==> src/rtl/hazard_pkg.sv <==
// Shared definitions for the pipeline hazard controller: FSM state encoding and NOP encoding.
// Latency: n/a (types and constants only).
// Backpressure: n/a.
package hazard_pkg;

    typedef enum logic [1:0] {
        ST_RUN   = 2'd0,
        ST_FLUSH = 2'd1,
        ST_HOLD  = 2'd2
    } hz_state_t;

    // addi x0, x0, 0 -- what a flushed pipeline register is loaded with
    localparam logic [31:0] NOP_INSTR = 32'h00000013;

endpackage

==> src/rtl/hazard_ctrl.sv <==
// Pipeline hazard controller: load-use stall, taken-branch flush, multicycle-EX hold; optional perf counters (HAZARD_PERF_CNT_EN).
// Latency: all control outputs are combinational (Mealy) from state and inputs, zero cycles.
// Backpressure: ex_busy freezes PC and all pipeline registers and bubbles EX/MEM until it drops.
module hazard_ctrl
    import hazard_pkg::*;
#(
    parameter int FLUSH_CYCLES = 2
) (
    input  logic       clk,
    input  logic       reset,
    input  logic [4:0] IFID_rs1,
    input  logic [4:0] IFID_rs2,
    input  logic       IFID_use_rs1,
    input  logic       IFID_use_rs2,
    input  logic [4:0] IDEX_rd,
    input  logic       IDEX_MemRead,
    input  logic       branch_taken,
    input  logic       ex_busy,
    output logic       PC_write,
    output logic       IFID_write,
    output logic       IDEX_write,
    output logic       IFID_flush,
    output logic       IDEX_flush,
    output logic       EXMEM_bubble,
    output logic [1:0] state
`ifdef HAZARD_PERF_CNT_EN
    ,
    output logic [31:0] stall_count,
    output logic [31:0] flush_count
`endif
);

    localparam logic [1:0] FC_INIT = 2'(FLUSH_CYCLES - 1);

    hz_state_t  st_q, st_d, eff_st;
    logic [1:0] fcnt_q, fcnt_d;
    logic       ret_q, ret_d;
    logic       load_use;
    logic       stall_taken;

    assign state = st_q;

    always_comb begin
        load_use = IDEX_MemRead && (IDEX_rd != 5'd0) &&
                   (((IDEX_rd == IFID_rs1) && IFID_use_rs1) ||
                    ((IDEX_rd == IFID_rs2) && IFID_use_rs2));

        // Leaving HOLD behaves exactly like the state we were frozen in
        eff_st = st_q;
        if (st_q == ST_HOLD && !ex_busy)
            eff_st = ret_q ? ST_FLUSH : ST_RUN;

        PC_write     = 1'b1;
        IFID_write   = 1'b1;
        IDEX_write   = 1'b1;
        IFID_flush   = 1'b0;
        IDEX_flush   = 1'b0;
        EXMEM_bubble = 1'b0;
        st_d         = eff_st;
        fcnt_d       = fcnt_q;
        ret_d        = 1'b0;
        stall_taken  = 1'b0;

        if (ex_busy) begin
            PC_write     = 1'b0;
            IFID_write   = 1'b0;
            IDEX_write   = 1'b0;
            EXMEM_bubble = 1'b1;
            st_d         = ST_HOLD;
            ret_d        = (st_q == ST_FLUSH) || (st_q == ST_HOLD && ret_q);
        end else if (branch_taken) begin
            IFID_flush = 1'b1;
            IDEX_flush = 1'b1;
            fcnt_d     = FC_INIT;
            st_d       = (FLUSH_CYCLES > 1) ? ST_FLUSH : ST_RUN;
        end else if (eff_st == ST_FLUSH) begin
            // ID holds a wrong-path instruction, so load-use is irrelevant here
            IFID_flush = 1'b1;
            if (st_q == ST_FLUSH) begin
                if (fcnt_q <= 2'd1) begin
                    st_d   = ST_RUN;
                    fcnt_d = 2'd0;
                end else begin
                    fcnt_d = fcnt_q - 2'd1;
                end
            end
        end else if (load_use) begin
            PC_write    = 1'b0;
            IFID_write  = 1'b0;
            IDEX_flush  = 1'b1;
            stall_taken = 1'b1;
        end

        if (reset) begin
            PC_write     = 1'b0;
            IFID_write   = 1'b0;
            IDEX_write   = 1'b0;
            IFID_flush   = 1'b1;
            IDEX_flush   = 1'b1;
            EXMEM_bubble = 1'b1;
        end
    end

    always_ff @(posedge clk) begin
        if (reset) begin
            st_q   <= ST_RUN;
            fcnt_q <= 2'd0;
            ret_q  <= 1'b0;
        end else begin
            st_q   <= st_d;
            fcnt_q <= fcnt_d;
            ret_q  <= ret_d;
        end
    end

`ifdef HAZARD_PERF_CNT_EN
    logic [31:0] stall_cnt_q;
    logic [31:0] flush_cnt_q;

    assign stall_count = stall_cnt_q;
    assign flush_count = flush_cnt_q;

    always_ff @(posedge clk) begin
        if (reset) begin
            stall_cnt_q <= 32'd0;
            flush_cnt_q <= 32'd0;
        end else begin
            if (stall_taken)
                stall_cnt_q <= stall_cnt_q + 32'd1;
            if (IFID_flush)
                flush_cnt_q <= flush_cnt_q + 32'd1;
        end
    end
`endif

endmodule

==> config.mk <==
export PLATFORM = sky130hd
export DESIGN_NAME = hazard_ctrl
export DESIGN_NICKNAME = d
export VERILOG_FILES = /design/src/rtl/hazard_pkg.sv /design/src/rtl/hazard_ctrl.sv
export SDC_FILE = /design/constraint.sdc
export NUM_CORES = 1
export LEC_CHECK = 0
export ABC_AREA = 1
export CAP_MARGIN = 20
export CORE_AREA = 3 3 40 42
export CTS_BUF_LIST = sky130_fd_sc_hd__clkbuf_4 sky130_fd_sc_hd__clkbuf_8
export DETAILED_ROUTE_END_ITERATION = 10
export DIE_AREA = 0 0 43 45
export DONT_BUFFER_PORTS = 1
export GPL_ROUTABILITY_DRIVEN = 1
export PLACE_DENSITY = 0.62
export SLEW_MARGIN = 15
export SYNTH_ARGS = -nofsm -noshare
export SYNTH_HDL_FRONTEND = slang
export SYNTH_SLANG_ARGS = --single-unit
==> constraint.sdc <==
create_clock -name clk -period 1.21 [get_ports clk]
set_clock_uncertainty 0.1 [all_clocks]
set_input_delay 0.1815 -clock clk [delete_from_list [all_inputs] [get_ports clk]]
set_output_delay 0.1815 -clock clk [all_outputs]
set_load 0.02 [all_outputs]
==> results.txt <==
Synthesis and PnR results.

- The register area reads 108 um2.
- After synthesis, the mean cell area works out to 5.34 um2.
- The number of global-route vias before repair reads 565.
- The final-layout fill cell count is 134.
- The synthesis-to-finish area growth reads 36.7%.
- The tally of max-capacitance violations is 0.
- The area share of the largest cell type after synthesis reads 23.9%.
- The floorplan net count is 119.
- The per-cell via count in the routed design reads 4.60.
- The clock edge transition at the registers on the reported setup and hold paths is 0.04 ns.
- Per the OpenROAD power report, leakage power amounts to 0.406 nW.
- Setup repair after global routing could not meet its margin everywhere.
- The number of nets still failing antenna checks after routing is 0.
- Endpoints failing hold in the final report were tallied at 0.
- Power spread over the standard cell area amounts to 770 nW/um2.
- Summed over all instances, the cell type with the most area after synthesis is sky130_fd_sc_hd__nand2_1.
- The first element of the critical path is state[0].
- The standard cell with the maximum stage delay on the critical path is sky130_fd_sc_hd__dfxtp_4.
- The first-pass iteration count of the detailed router is 4.
- TritonCTS built the clock tree.
- The end point of the most critical hold path is fcnt_q[0].
- The dominant combinational cell family by area after synthesis reads simple AND/OR/NAND/NOR gates.
- The end-of-flow timing check tallies setup violations at 5.
- The worst setup path is launched from a flop.
- The main area contributors are sky130_fd_sc_hd__nand2_1 (24%), sky130_fd_sc_hd__dfxtp_1 (19%), sky130_fd_sc_hd__inv_1 (12%).
- The post-synthesis cell count from yosys is 97.
- The final reports fail on setup timing.
- The count of tool warnings reads 29.
- For reference, the critical path cell chain is inv_4 -> nand2_4 -> nor2_4 -> nand2_4 -> nand3_4 -> nor2_4 -> nand2_2 -> a21oi_4.
- The basic-gate share of the synthesized area counting and, or, nand and nor cells reads 52.7%.
- In this run the tightest slew margin relative to its limit is 77.3%.
- The number of design rule violations left after detail routing reads 0.
- The final worst setup slack is -0.345 ns.
- The area fraction in compound gates after synthesis is 9.90%.
- The run finished, with violations left.
## per-stage QoR
step / setup slack [ns] / TNS [ns] / hold slack [ns] / instance area (um2) / instances
6_report: -0.345 / -1.30 / 0.0381 / 708 / 124
5_1_grt: -0.408 / -1.72 / 0.0420 / 708 / 124
4_1_cts: -0.336 / -1.34 / 0.0234 / 661 / 123
3_5_place_dp: -0.100 / -0.265 / 0.154 / 582 / 116
3_3_place_gp: -0.0723 / -0.180 / 0.146 / 582 / 116
2_1_floorplan: -0.177 / -0.294 / 0.144 / 537 / 97
## report_power, final
group | switching, W | internal, W
Sequential | 0.00000507 | 0.000169
Combinational | 0.0000968 | 0.0000604
Clock | 0.0000670 | 0.000147
## kinds of logic after synthesis
kind of cell    count (synthesis)
compound gates                  8
buf+inv                        24
flops                           5
simple gates                   60
## worst max-delay path by stage
stage	endpoint	slack (ns)	cells after the start
after floorplan	PC_write	-0.18	10
after global placement	PC_write	-0.07	9
after detailed placement	PC_write	-0.10	9
after CTS	PC_write	-0.34	9
after global routing	IFID_write	-0.41	9
final	IDEX_flush	-0.35	8
## placed cells by master (no fill, tap or decap), drive strengths merged, types with 2 or more instances in the layout
cell type	synthesis	layout
a21oi	4	4
nor2	14	14
dfxtp	5	5
buf	1	7
nand2	38	38
o21ai	2	2
inv	23	22
nand3	6	6
clkbuf	0	4
dlygate4sd3	0	2
## worst register-to-register path: cells and delay by family (launching register included)
family	cells	cell delay, ns
AND-OR/OR-AND	2	0.18
buffers and inverters	3	0.29
flip-flops	1	0.35
AND/OR/NAND/NOR	4	0.26
## cell usage after synthesis (all sizes together)
cell / instances
a21oi: 4
a31oi: 1
buf: 1
dfxtp: 5
inv: 23
nand2: 38
nand3: 6
nand3b: 1
nor2: 14
nor3: 1
o21a: 1
o21ai: 2
## layer usage
metal	vias to the layer above	share of wire (%)	global-route usage, %
met2	15	55	28.1
li1	309	-	-
met5	-	0	0
met3	0	7.4	5.98
met4	0	0	3.61
met1	246	38	12.5
## state kept, by name, summed over array words and instances, names as in the netlist
signal / flops
state: 2
fcnt_q: 2
ret_q: 1
## cell type report
type | count | area share [%]
Multi-Input combinational cell | 68 | 53.4
Sequential cell | 5 | 15.2
Inverter | 23 | 13.3
Timing Repair Buffer | 9 | 11.3
Clock buffer | 4 | 4.24
Tap cell | 15 | 2.65
## repair_timing
action                     CTS  global route
hold buffers                 2             0
buffers inserted             1             2
resized                      5            12
pin swaps                    0             2
setup endpoints to repair    4             7
hold endpoints to repair     2             0
util_map.png
(8 px per um) The die is cut into 9 by 9 equal tiles; black is low, pale yellow is high, 0 to 100% covered.
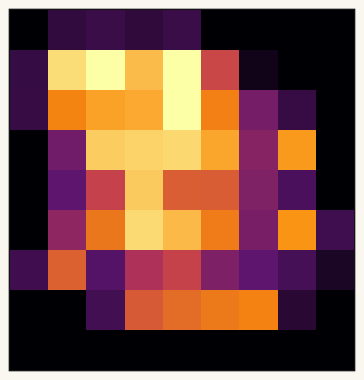
nearly empty tiles = 31%
tiles over 75% full = 20%
mean over tiles = 36%
emptiest ninth of the die = upper right
densest ninth of the die = center
fullest tile = 100%
initial standard-cell utilization of the core: 40.3%
Core Area: 1280 um2

class_map.png
(6 px per um)
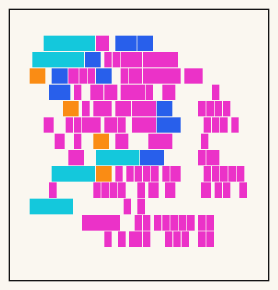
orange -> clock drivers and dummy loads  # cells 4
magenta -> remaining logic cells  # cells 91
cyan -> registers  # cells 5
blue -> remaining buffers and delay cells  # cells 9
register fraction of the total cell area: 15.2%
standard-cell row count: 13
final instance area: 708 um2
final core area utilization: 55.1%

Power figures rest on the tool's default switching activity, not on a simulated workload.
